===== src/rtl/pwm_pkg.sv =====
`default_nettype none
// ============================================================================
// Module : pwm_pkg
// Brief  : Shared register offsets, bit positions, reset constants and
//          helpers for the multi-channel PWM block.
// Rev    : 1.0  initial release
// ============================================================================
package pwm_pkg;

  // Register offsets relative to BASE_ADDR
  localparam logic [4:0] GCTRL_OFS  = 5'd0;
  localparam logic [4:0] PERIOD_OFS = 5'd1;

  // Bit positions inside GCTRL / CHCTRLn
  localparam int RUN_BIT = 7;
  localparam int EN_BIT  = 7;
  localparam int INV_BIT = 6;

  localparam logic [7:0] PERIOD_RST = 8'hFF;

  // Channel n occupies CHCTRL at CH_OFS(n) and DUTY at CH_OFS(n)+1
  function automatic logic [4:0] CH_OFS(input int unsigned n);
    return 5'(2 + 2 * n);
  endfunction

  // Low-bit mask of the prescaler counter that must be all ones for a tick.
  // prescale=0 yields an empty mask, so every pwm_ce becomes a tick.
  function automatic logic [6:0] pre_mask(input logic [2:0] prescale);
    logic [7:0] m;
    m = (8'd1 << prescale) - 8'd1;
    return m[6:0];
  endfunction

endpackage
`default_nettype wire


===== src/rtl/pwm_multi_if.sv =====
`default_nettype none
// ============================================================================
// Module : pwm_multi_if
// Brief  : 8-bit CSR bus bundle.
//          csr_a  : address        csr_di : write data
//          csr_we : write strobe   csr_do : combinational read data
// Rev    : 1.0  initial release
// ============================================================================
interface pwm_multi_if;
  logic [4:0] csr_a;
  logic [7:0] csr_di;
  logic       csr_we;
  logic [7:0] csr_do;

  modport master (output csr_a, output csr_di, output csr_we, input csr_do);
  modport slave  (input csr_a, input csr_di, input csr_we, output csr_do);
endinterface
`default_nettype wire


===== src/rtl/pwm_chan.sv =====
`default_nettype none
// ============================================================================
// Module : pwm_chan
// Brief  : One PWM channel: CHCTRL/DUTY registers, duty shadow, compare
//          against the shared period counter and registered output pin.
//   clk, rst            : clock, synchronous active-high reset
//   csr_a/csr_di/csr_we : CSR write side
//   csr_do              : this channel's read contribution (0 if not hit)
//   cnt                 : shared period counter
//   wrap_load           : shadow load strobe (wrap tick or run=0)
//   run                 : global run bit; idle level when clear
//   pwm_out, pwm_en     : registered pin and enable bit
// Rev    : 1.0  initial release
// ============================================================================
module pwm_chan
  import pwm_pkg::*;
#(
  parameter logic [4:0] CTRL_ADDR = 5'd2,
  parameter logic [4:0] DUTY_ADDR = 5'd3
) (
  input  wire logic       clk,
  input  wire logic       rst,
  input  wire logic [4:0] csr_a,
  input  wire logic [7:0] csr_di,
  input  wire logic       csr_we,
  output logic      [7:0] csr_do,
  input  wire logic [7:0] cnt,
  input  wire logic       wrap_load,
  input  wire logic       run,
  output logic            pwm_out,
  output logic            pwm_en
);

  logic       r_en;
  logic       r_inv;
  logic [7:0] r_duty;
  logic [7:0] r_duty_act;
  logic       r_out;
  logic       w_raw;

  assign w_raw = (cnt < r_duty_act);

  always_ff @(posedge clk) begin
    if (rst) begin
      r_en       <= 1'b0;
      r_inv      <= 1'b0;
      r_duty     <= 8'h00;
      r_duty_act <= 8'h00;
      r_out      <= 1'b0;
    end else begin
      if (csr_we && csr_a == CTRL_ADDR) begin
        r_en  <= csr_di[EN_BIT];
        r_inv <= csr_di[INV_BIT];
      end
      if (csr_we && csr_a == DUTY_ADDR) begin
        r_duty <= csr_di;
      end
      // Shadow samples the pre-write register, so a write coinciding with
      // a wrap only takes effect one period later.
      if (wrap_load) begin
        r_duty_act <= r_duty;
      end
      r_out <= (run && r_en) ? (w_raw ^ r_inv) : r_inv;
    end
  end

  always_comb begin
    csr_do = 8'h00;
    if (csr_a == CTRL_ADDR) begin
      csr_do = {r_en, r_inv, 6'b0};
    end else if (csr_a == DUTY_ADDR) begin
      csr_do = r_duty;
    end
  end

  assign pwm_out = r_out;
  assign pwm_en  = r_en;

endmodule
`default_nettype wire


===== src/rtl/pwm_multi.sv =====
`default_nettype none
// ============================================================================
// Module : pwm_multi
// Brief  : Multi-channel phase-aligned PWM generator on the 8-bit CSR bus.
//          Shared prescaler and period counter; per-channel duty/enable/
//          polarity; period and duty double-buffered at period wraps.
//   clk, rst   : clock, synchronous active-high reset
//   csr        : CSR bus (slave)
//   pwm_ce     : base tick enable
//   pwm_en     : per-channel enable bits
//   pwm_out    : registered PWM pins
//   period_stb : one-clk pulse at each period wrap
// Rev    : 1.0  initial release
// ============================================================================
module pwm_multi
  import pwm_pkg::*;
#(
  parameter logic [4:0] BASE_ADDR = 5'h0,
  parameter int         CHANNELS  = 4
) (
  input  wire logic                clk,
  input  wire logic                rst,
  pwm_multi_if.slave               csr,
  input  wire logic                pwm_ce,
  output logic      [CHANNELS-1:0] pwm_en,
  output logic      [CHANNELS-1:0] pwm_out,
  output logic                     period_stb
);

  logic       r_run;
  logic [2:0] r_ps;
  logic [7:0] r_period;
  logic [7:0] r_per_act;
  logic [6:0] r_pre;
  logic [7:0] r_cnt;
  logic       r_stb;

  logic [6:0] w_mask;
  logic       w_tick;
  logic       w_wrap;
  logic       w_load;
  logic [7:0] w_rd;
  logic [7:0] w_chan_do [CHANNELS];

  assign w_mask = pre_mask(r_ps);
  assign w_tick = r_run && pwm_ce && ((r_pre & w_mask) == w_mask);
  assign w_wrap = w_tick && (r_cnt == r_per_act);
  // While stopped the shadows track the registers so a restart is current.
  assign w_load = !r_run || w_wrap;

  always_ff @(posedge clk) begin
    if (rst) begin
      r_run     <= 1'b0;
      r_ps      <= 3'd0;
      r_period  <= PERIOD_RST;
      r_per_act <= PERIOD_RST;
      r_pre     <= 7'd0;
      r_cnt     <= 8'd0;
      r_stb     <= 1'b0;
    end else begin
      if (csr.csr_we && csr.csr_a == BASE_ADDR + GCTRL_OFS) begin
        r_run <= csr.csr_di[RUN_BIT];
        r_ps  <= csr.csr_di[2:0];
      end
      if (csr.csr_we && csr.csr_a == BASE_ADDR + PERIOD_OFS) begin
        r_period <= csr.csr_di;
      end
      if (w_load) begin
        r_per_act <= r_period;
      end
      if (!r_run) begin
        r_pre <= 7'd0;
        r_cnt <= 8'd0;
        r_stb <= 1'b0;
      end else begin
        if (pwm_ce) begin
          r_pre <= r_pre + 7'd1;
        end
        if (w_tick) begin
          r_cnt <= w_wrap ? 8'd0 : r_cnt + 8'd1;
        end
        r_stb <= w_wrap;
      end
    end
  end

  for (genvar i = 0; i < CHANNELS; i++) begin : g_chan
    pwm_chan #(
      .CTRL_ADDR(BASE_ADDR + CH_OFS(i)),
      .DUTY_ADDR(BASE_ADDR + CH_OFS(i) + 5'd1)
    ) u_chan (
      .clk      (clk),
      .rst      (rst),
      .csr_a    (csr.csr_a),
      .csr_di   (csr.csr_di),
      .csr_we   (csr.csr_we),
      .csr_do   (w_chan_do[i]),
      .cnt      (r_cnt),
      .wrap_load(w_load),
      .run      (r_run),
      .pwm_out  (pwm_out[i]),
      .pwm_en   (pwm_en[i])
    );
  end

  // Each source drives zero when not addressed, so an OR is the read mux.
  always_comb begin
    w_rd = 8'h00;
    if (csr.csr_a == BASE_ADDR + GCTRL_OFS) begin
      w_rd = {r_run, 4'b0, r_ps};
    end else if (csr.csr_a == BASE_ADDR + PERIOD_OFS) begin
      w_rd = r_period;
    end
    for (int i = 0; i < CHANNELS; i++) begin
      w_rd = w_rd | w_chan_do[i];
    end
  end

  assign csr.csr_do = w_rd;
  assign period_stb = r_stb;

endmodule
`default_nettype wire

===== src/flat_wrapper.sv =====
// flat-port wrapper written by rule: the top's interface ports become plain ports
module pwm_multi_flat import pwm_pkg::*;
#(
  parameter logic [4:0] BASE_ADDR = 5'h0,
  parameter int         CHANNELS  = 4
)
  (clk, rst, pwm_ce, pwm_en, pwm_out, period_stb, csr_csr_a, csr_csr_di, csr_csr_we, csr_csr_do);
  pwm_multi_if csr_i ();
  input  wire logic clk;
  input  wire logic rst;
  input  wire logic pwm_ce;
  output logic      [CHANNELS-1:0] pwm_en;
  output logic      [CHANNELS-1:0] pwm_out;
  output logic period_stb;
  input wire logic [$bits(csr_i.csr_a)-1:0] csr_csr_a;
  input wire logic [$bits(csr_i.csr_di)-1:0] csr_csr_di;
  input wire logic [$bits(csr_i.csr_we)-1:0] csr_csr_we;
  output wire logic [$bits(csr_i.csr_do)-1:0] csr_csr_do;
  assign csr_i.csr_a = csr_csr_a;
  assign csr_i.csr_di = csr_csr_di;
  assign csr_i.csr_we = csr_csr_we;
  assign csr_csr_do = csr_i.csr_do;
  pwm_multi #(.BASE_ADDR(BASE_ADDR), .CHANNELS(CHANNELS)) u_core (.clk(clk), .rst(rst), .csr(csr_i), .pwm_ce(pwm_ce), .pwm_en(pwm_en), .pwm_out(pwm_out), .period_stb(period_stb));
endmodule

===== config.mk =====
export PLATFORM = sky130hd
export DESIGN_NAME = pwm_multi_flat
export DESIGN_NICKNAME = d
export VERILOG_FILES = /design/src/rtl/pwm_pkg.sv /design/src/rtl/pwm_multi_if.sv /design/src/rtl/pwm_chan.sv /design/src/rtl/pwm_multi.sv /design/src/flat_wrapper.sv
export SDC_FILE = /design/constraint.sdc
export NUM_CORES = 1
export LEC_CHECK = 0
export CAP_MARGIN = 0
export CORE_MARGIN = 2
export CORE_UTILIZATION = 50
export CTS_BUF_LIST = sky130_fd_sc_hd__clkbuf_8
export CTS_CLUSTER_SIZE = 24
export DETAILED_ROUTE_END_ITERATION = 16
export PLACE_DENSITY = 0.71
export REMOVE_ABC_BUFFERS = 1
export SETUP_SLACK_MARGIN = 0.15
export SLEW_MARGIN = 10
export SYNTH_ARGS = -nofsm -noshare
export SYNTH_HDL_FRONTEND = slang
export SYNTH_HIERARCHICAL = 1
export SYNTH_SLANG_ARGS = --single-unit

===== constraint.sdc =====
create_clock -name clk -period 2.5 [get_ports clk]
set_input_delay 0.5 -clock clk [delete_from_list [all_inputs] [get_ports clk]]
set_output_delay 0.5 -clock clk [all_outputs]
set_load 0.01 [all_outputs]

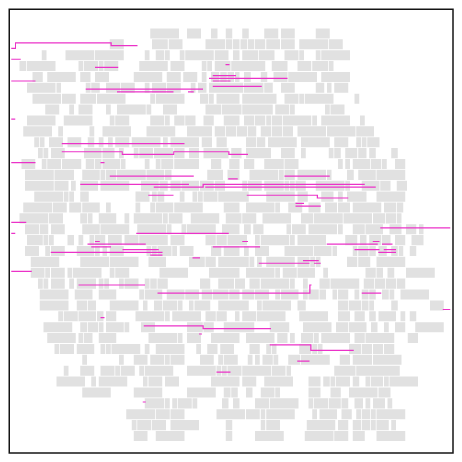
(met3 routing)
(4 px per um) Cells faint in the background.
longest straight run: 42.3 um
wire length on this layer: 706 um
main direction: horizontal
share of all routed wire: 5.2%
Via Count: 4,597
final WL: 13,700 um
GRT met3 Usage: 5.87%

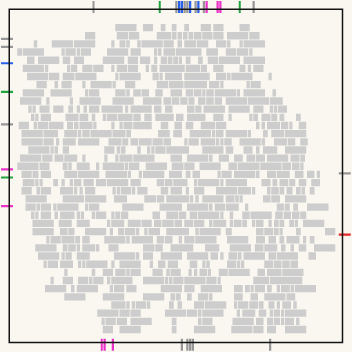
(pin map)
(3 px per um) Pins as bars across the die edge, other pins in gray.
| color | port | pins | direction | edge |
|---|---|---|---|---|
| green | `pwm_out` | 4 | output | 2 top, 2 left |
| blue | `csr_csr_a` | 5 | input | 4 top, 1 left |
| magenta | `csr_csr_di` | 8 | input | 3 bottom, 3 top, 2 left |
| red | `period_stb` | 1 | output | right |
all pins by edge: 16 top, 8 left, 8 bottom, 2 right
die height: 111 um
Port Buf Inserts: 33
DIE WIDTH: 111 um

==> results.py <==
# Flow results
metrics = {
    "global_routing": {
        "grt_first_pass_wirelength_um": 22900,
        "grt_max_degree": 85,
        "first_global_vias": 4534,
        "track_usage_pct": 23.2,
        "antenna_found_initial": 0,
        "grt_overflow": 0,
    },
    "floorplanning": {
        "initial_utilization_pct": 51.7,
        "pin_count": 34,
        "rows": 38,
        "die-area_um2": 12200,
    },
    "place": {
        "gp_congestion": 0.835,
        "place_hpwl_um": 9900,
        "place_area_um2": 6380,
    },
    "clocking": {
        "clk_latency_ns": 0.39,
        "clk_pin_slew_worst_paths_ns": 0.09,
        "cts_buffers": 9,
        "ctsHtreeMaxLevel": 3,
        "cts_setup_buffers": 2,
        "hold_buffers": 0,
        "cts_sinks": 112,
    },
    "logic_synthesis": {
        "synth_flops": 112,
        "ys_warn_count": 6,
        "postSynthCellCount": 615,
        "ys_types": 47,
        "synth-edff-count": 0,
        "top_cell_area_share_pct": 39.5,
        "syn_area_per_cell_um2": 9.23,
        "ys_cells": 615,
        "synthArstFlopShare_pct": 0,
    },
    "setup_path": {
        "cp_data_required_time_ns": 2.00,
        "cp_max_fo": 7,
        "crit_path_start_kind": "primary input",
        "crit_chain": "buf_2 > buf_6 > nor4b_4 > buf_4 > and3_2 > nor4_2 > o21ai_1 > buf_2",
        "slowest_delay_ns": 0.27,
        "r2r-start": "u_core/r_pre[0]$_SDFFE_PP0P_",
        "critical_path.slowest_cell": "nor4b_4",
        "r2r_end": "u_core/r_cnt[7]$_SDFFE_PP0P_",
        "setup.worst_path.end_class": "output pin",
        "reg2reg_depth": 6,
    },
    "sta": {
        "worst_pin_slew_ns": 0.585,
        "max_freq_ghz": 0.438,
        "slew_headroom_pct": 60.9,
        "finalHoldViolCount": 0,
        "rsz0062_at_grt": "false",
        "timing.hold.ws_ns": 0.494,
        "setup-violations-final": 0,
        "skew_ns": 0.0111,
    },
    "route": {
        "drc_errors": 0,
        "wire_per_inst_um": 16.7,
        "ant_nets": 0,
        "vias_per_cell": 5.61,
        "drtIter0Drc": 287,
    },
    "finish": {
        "drive_gt1_share_pct": 18.8,
        "antenna_cells": 0,
        "stdcell_area_um2": 6740,
    },
    "run": {
        "maxCapViolations": 0,
    },
    "power": {
        "irDropWorstVdd_mv": 0.495,
        "power_frac_comb_pct": 6.5,
        "power.switching_mw": 0.706,
        "seq_power_share_pct": 58.8,
        "power.total_mw": 3.06,
    },
    "worst_hold_path": {
        "min_delay_path_depth": 2,
        "hold_end": "u_core/g_chan[3].u_chan/r_duty_act[0]$_SDFFE_PP0P_",
    },
    "status": {
        "status": "completed",
    },
}
cell families (layout without fill, tap and decap cells):
group           Yosys count  count (layout)  share of synthesized area, %
buf+inv                  67             132                          4.87
simple gates            231             231                          22.4
flops                   112             112                          39.5
fa+ha+maj                30              30                          6.61
compound gates           68              68                          7.98
mux                      93              93                          16.5
xor+xnor                 14              14                          2.16
worst max path at each step:
stage                                  from                                                  to  slack (ns)  cells past startpoint
6_report                       csr_csr_a[4]                                       csr_csr_do[4]        0.22                      8
3_3_place_gp                   csr_csr_a[4]                                       csr_csr_do[7]       -0.62                      7
4_1_cts                        csr_csr_a[1]                                       csr_csr_do[7]        0.15                      5
2_1_floorplan  u_core/r_cnt[3]$_SDFFE_PP0P_  u_core/g_chan[0].u_chan/r_duty_act[0]$_SDFFE_PP0P_       -0.28                      7
3_5_place_dp                   csr_csr_a[4]                                       csr_csr_do[7]       -0.67                      7
5_1_grt                        csr_csr_a[4]                                       csr_csr_do[1]        0.15                      7
registers in the layout, summed over array words and instances, names as in the netlist:
name	count
u_core/g_chan.u_chan/r_duty	32
u_core/g_chan.u_chan/r_duty_act	32
u_core/r_cnt	8
u_core/r_per_act	8
u_core/r_period	8
u_core/r_pre	7
u_core/g_chan.u_chan/pwm_en	4
u_core/g_chan.u_chan/pwm_out	4
u_core/g_chan.u_chan/r_inv	4
u_core/r_ps	3
u_core/period_stb	1
u_core/r_run	1
metrics by stage:
step                      utilization (%)  worst slack (ns)
after floorplan                         -            -0.275
final                                61.4             0.219
after global routing                 61.4             0.152
after global placement               58.1            -0.618
after detailed placement             58.1            -0.670
after CTS                            60.5             0.145
worst register-to-register path: cells and delay by family (launching register included):
family | cells | cell delay [ns]
DFF | 1 | 0.45
and+or+nand+nor | 3 | 1.16
AOI/OAI and AO/OA | 2 | 0.31
buffers and inverters | 1 | 0.20
metal layers:
layer | vias up | wire (um) | global-route usage (%)
met2 | 102 | 6640 | 39.3
met5 | - | 0 | 0
met4 | 0 | 229 | 7.75
met1 | 2194 | 6080 | 28.9
li1 | 2284 | - | -
met3 | 17 | 706 | 5.87
power by group through the flow:
stage	sequential [mW]	combinational [mW]	clock, mW
floorplan	1.84	0.0590	0
global placement	1.84	0.185	0
detailed placement	1.84	0.190	0
CTS	1.80	0.197	1.09
global route	1.80	0.215	1.15
finish	1.80	0.200	1.06
layout by cell type, fill, tap and decap left out, types with 12 or more instances in the layout:
| cell | count |
|---|---|
| mux2i_1 | 88 |
| o21ai_0 | 12 |
| buf_4 | 31 |
| and3_2 | 15 |
| nand2_1 | 34 |
| ha_1 | 30 |
| inv_1 | 43 |
| buf_2 | 15 |
| nor2_1 | 102 |
| a21oi_1 | 13 |
| clkdlybuf4s50_1 | 19 |
| xor2_1 | 13 |
| dfxtp_1 | 112 |
layout make-up:
class / instances / share of cell area (%)
Multi-Input combinational cell: 436 / 49.6
Sequential cell: 112 / 33.3
Timing Repair Buffer: 75 / 9.43
Tap cell: 140 / 2.60
Inverter: 42 / 2.34
Clock buffer: 10 / 2.04
Clock inverter: 5 / 0.742
No activity file was given, so power comes from the tool's default toggle rates.
